### config.mk
export PLATFORM = sky130hd
export DESIGN_NAME = fifo_stream_reader
export DESIGN_NICKNAME = d
export VERILOG_FILES = /design/src/rtl/fifo_stream_reader.sv
export SDC_FILE = /design/constraint.sdc
export NUM_CORES = 1
export LEC_CHECK = 0
export ABC_AREA = 1
export CAP_MARGIN = 20
export CORE_ASPECT_RATIO = 0.9
export CORE_UTILIZATION = 50
export CTS_CLUSTER_DIAMETER = 50
export DETAILED_ROUTE_END_ITERATION = 10
export PLACE_DENSITY = 0.77
export SYNTH_ARGS = -nofsm -noshare
export SYNTH_HDL_FRONTEND = slang
export SYNTH_SLANG_ARGS = --single-unit
### constraint.sdc
create_clock -name r_clk -period 4 [get_ports r_clk]
set_clock_uncertainty 0.1 [all_clocks]
set_input_delay 0.8 -clock r_clk [delete_from_list [all_inputs] [get_ports r_clk]]
set_output_delay 0.8 -clock r_clk [all_outputs]
set_load 0.05 [all_outputs]
### src/rtl/fifo_stream_reader.sv
// fifo_stream_reader
//   Read-side drain engine for the async FIFO. It runs entirely in the read
//   clock domain. It pops words from the FIFO head and presents them on a
//   valid/ready stream through a 2-entry skid buffer. It sustains one word
//   per cycle, frames the output into fixed-length bursts, and counts the
//   words it delivers.
// Ports:
//   r_clk, r_rst     read clock, synchronous active-high reset
//   r_en             pop enable (buffered words drain regardless)
//   r_empty, r_data  FIFO empty flag and asynchronous head word
//   r_inc            pop strobe to the FIFO (combinational)
//   m_data/m_valid/m_ready/m_last  output stream with burst framing
//   words_out        delivered-word counter (wraps)
//   busy             buffer or FIFO holds data
module fifo_stream_reader #(
  parameter int DATA_WIDTH = 8,
  parameter int BURST_LEN  = 4,
  parameter int CNT_WIDTH  = 16
) (
  input  logic                  r_clk,
  input  logic                  r_rst,
  input  logic                  r_en,
  input  logic                  r_empty,
  input  logic [DATA_WIDTH-1:0] r_data,
  output logic                  r_inc,
  output logic [DATA_WIDTH-1:0] m_data,
  output logic                  m_valid,
  input  logic                  m_ready,
  output logic                  m_last,
  output logic [CNT_WIDTH-1:0]  words_out,
  output logic                  busy
);

  typedef enum logic [1:0] {S_EMPTY, S_ONE, S_TWO} state_t;

  // Beat counter is 8 bits wide so that BURST_LEN=256 still fits (0..255).
  localparam logic [7:0]           LAST_BEAT = 8'(BURST_LEN - 1);
  localparam logic [CNT_WIDTH-1:0] CNT_ONE   = CNT_WIDTH'(1);

  state_t                r_state;
  logic [DATA_WIDTH-1:0] r_entry0;
  logic [DATA_WIDTH-1:0] r_entry1;
  logic [7:0]            r_beat;
  logic [CNT_WIDTH-1:0]  r_words;

  logic w_xfer;
  logic w_pop;

  assign m_valid = (r_state != S_EMPTY);
  assign w_xfer  = m_valid & m_ready;
  // A full buffer can still accept a pop when the head leaves in the same
  // cycle. This makes r_inc depend combinationally on m_ready.
  assign w_pop   = ~r_rst & r_en & ~r_empty & ((r_state != S_TWO) | w_xfer);

  assign r_inc     = w_pop;
  assign m_data    = r_entry0;
  assign m_last    = m_valid & (r_beat == LAST_BEAT);
  assign words_out = r_words;
  assign busy      = (r_state != S_EMPTY) | ~r_empty;

  always_ff @(posedge r_clk) begin
    if (r_rst) begin
      r_state  <= S_EMPTY;
      r_entry0 <= '0;
      r_entry1 <= '0;
      r_beat   <= '0;
      r_words  <= '0;
    end else begin
      if (w_xfer) begin
        r_beat  <= (r_beat == LAST_BEAT) ? 8'd0 : r_beat + 8'd1;
        r_words <= r_words + CNT_ONE;
      end
      unique case (r_state)
        S_EMPTY: begin
          if (w_pop) begin
            r_entry0 <= r_data;
            r_state  <= S_ONE;
          end
        end
        S_ONE: begin
          if (w_pop && w_xfer) begin
            r_entry0 <= r_data;
          end else if (w_pop) begin
            r_entry1 <= r_data;
            r_state  <= S_TWO;
          end else if (w_xfer) begin
            r_state <= S_EMPTY;
          end
        end
        S_TWO: begin
          // When the buffer is full, a pop only happens together with a transfer.
          if (w_xfer) begin
            r_entry0 <= r_entry1;
            if (w_pop) r_entry1 <= r_data;
            else       r_state  <= S_ONE;
          end
        end
        default: r_state <= S_EMPTY;
      endcase
    end
  end

endmodule

==> report_table.html <==
<h2>Implementation results</h2>
<table>
<tr><th>Metric</th><th>Value</th></tr>
<tr><th colspan="2">Worst setup path</th></tr>
<tr><td>Element type at the critical path start</td><td>input port</td></tr>
<tr><td>Critical Path Fanout Max</td><td>3</td></tr>
<tr><td>CP endpoint</td><td>busy</td></tr>
<tr><td>Endpoint of the worst register-to-register path</td><td>m_data[5]</td></tr>
<tr><td>Data required time of the critical path</td><td>3.10 ns</td></tr>
<tr><th colspan="2">Final timing</th></tr>
<tr><td>Fmax achieved</td><td>326 MHz</td></tr>
<tr><td>Hold Slack</td><td>0.376 ns</td></tr>
<tr><th colspan="2">Finish</th></tr>
<tr><td>Non-clk buf share</td><td>15.8%</td></tr>
<tr><td>Fraction of area in clock buffers and inverters</td><td>3.39%</td></tr>
<tr><td>Number of non-clock buffers in the layout</td><td>42</td></tr>
<tr><td>Comb/total area</td><td>43.0%</td></tr>
<tr><td>Sequential cell area share</td><td>31.2%</td></tr>
<tr><td>Inverter count of the layout excluding clock inverters</td><td>32</td></tr>
<tr><td>Leading cell category by total area</td><td>multi-input combinational cells</td></tr>
<tr><th colspan="2">Placed design</th></tr>
<tr><td>PortBufs</td><td>40</td></tr>
<tr><td>Setup slack after placement</td><td>0.927 ns</td></tr>
<tr><th colspan="2">Pwr</th></tr>
<tr><td>Clock Power</td><td>0.280 mW</td></tr>
<tr><td>Proportion of total power due to net switching</td><td>27.9%</td></tr>
<tr><td>Switching power</td><td>0.243 mW</td></tr>
<tr><td>Sequential Power Share</td><td>50.7%</td></tr>
<tr><td>Power Sequential</td><td>0.441 mW</td></tr>
<tr><th colspan="2">Global routing</th></tr>
<tr><td>Pin count of the biggest net entering global routing</td><td>34</td></tr>
<tr><th colspan="2">Min path</th></tr>
<tr><td>Path class of the lowest-slack min-delay path</td><td>register to register</td></tr>
<tr><td>Hold EP</td><td>words_out[14]</td></tr>
<tr><th colspan="2">Route</th></tr>
<tr><td>Routed WL</td><td>4.27 mm</td></tr>
<tr><td>Routed wl met2</td><td>1.90 mm</td></tr>
<tr><td>Amount of wire on met3 after detailed routing</td><td>154 um</td></tr>
<tr><th colspan="2">Logic synthesis</th></tr>
<tr><td>Cells taking the most area after synthesis</td><td>sky130_fd_sc_hd__dfxtp_1, sky130_fd_sc_hd__nand2_1, sky130_fd_sc_hd__nor2_1, sky130_fd_sc_hd__inv_1, sky130_fd_sc_hd__nor2_4</td></tr>
<tr><td>Share of synthesized cell area in and, or, nand and nor gates</td><td>43.9%</td></tr>
<tr><td>Number of synthesized register bits</td><td>42</td></tr>
<tr><td>Area fraction in mux cells</td><td>0%</td></tr>
<tr><td>Post-synth tally of flip-flops with integrated enable</td><td>0</td></tr>
<tr><td>Synth top cell by count</td><td>sky130_fd_sc_hd__nand2_1</td></tr>
<tr><td>Number of nets produced by synthesis</td><td>328</td></tr>
<tr><th colspan="2">Clock network</th></tr>
<tr><td>Cell chosen for the clock root</td><td>sky130_fd_sc_hd__clkbuf_8</td></tr>
<tr><td>Hold buffer count at cts</td><td>0</td></tr>
<tr><td>Num Clock Sinks</td><td>42</td></tr>
<tr><th colspan="2">Floorplanning</th></tr>
<tr><td>Pre-Place Util</td><td>52.5%</td></tr>
<tr><th colspan="2">Outcome</th></tr>
<tr><td>Status</td><td>finished, final reports clean</td></tr>
</table>
==> worst max-delay path, stage by stage <==
cell,delay (ns)
sky130_fd_sc_hd__clkdlybuf4s50_1,0.48
sky130_fd_sc_hd__nand2_1,0.10
sky130_fd_sc_hd__clkdlybuf4s50_1,0.80
==> flip-flops by register name, summed over array words and instances (netlist names) <==
| signal | count |
|---|---|
| m_data | 8 |
| r_entry1 | 8 |
| r_state | 2 |
| words_out | 16 |
| r_beat | 8 |
==> cell families (layout without fill, tap and decap cells) <==
| family | after synthesis | in the layout |
|---|---|---|
| flip-flops | 42 | 42 |
| adder cells (fa/ha/maj) | 2 | 2 |
| XOR/XNOR | 1 | 1 |
| AND-OR/OR-AND | 34 | 34 |
| AND/OR/NAND/NOR | 195 | 195 |
| buffers and inverters | 39 | 82 |
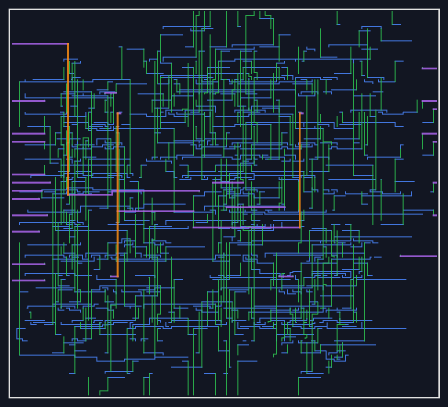
Figure 1: signal wires by layer.
Drawn at 6 px/um.
Blue shows met1, wire length 2140 um. Orange shows met4, wire length 71.4 um. Purple shows met3, wire length 154 um. Green shows met2, wire length 1900 um.

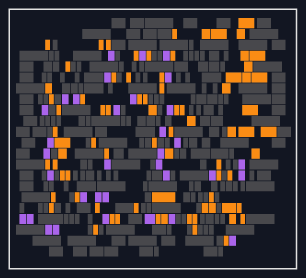
Figure 2: gate families picked out.
Drawn at 4 px/um.
Orange shows NOR gates, cells 77, where widely spread. Purple shows inverting AOI/OAI gates, cells 34.

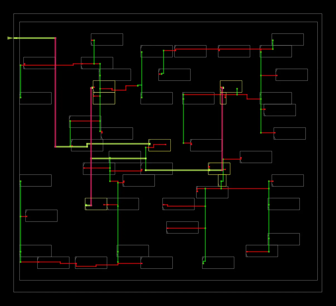
Figure 3: clock nets.
insertion delay at the late pin of the worst-skew pair: 0.29 ns
Clock buffer cells: 7
number of CTS-inserted buffers: 5

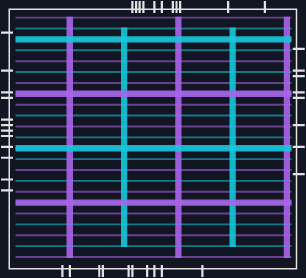
Figure 4: power grid.
Drawn at 4 px/um. Pins as bars on the die edge.
Cyan shows VDD. Purple shows VSS.
41 signal pins sit on the boundary. The core has 22 rows.

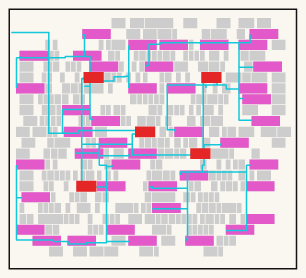
Figure 5: clock distribution.
Drawn at 4 px/um.
Red shows cells driving clock nets, count 5. Cyan shows clock wires, length 513 um. Magenta shows flip-flops, count 42.
Position of the flops: widely spread. There are 6 routed clock nets.

Power is estimated from default activity; no workload was simulated.
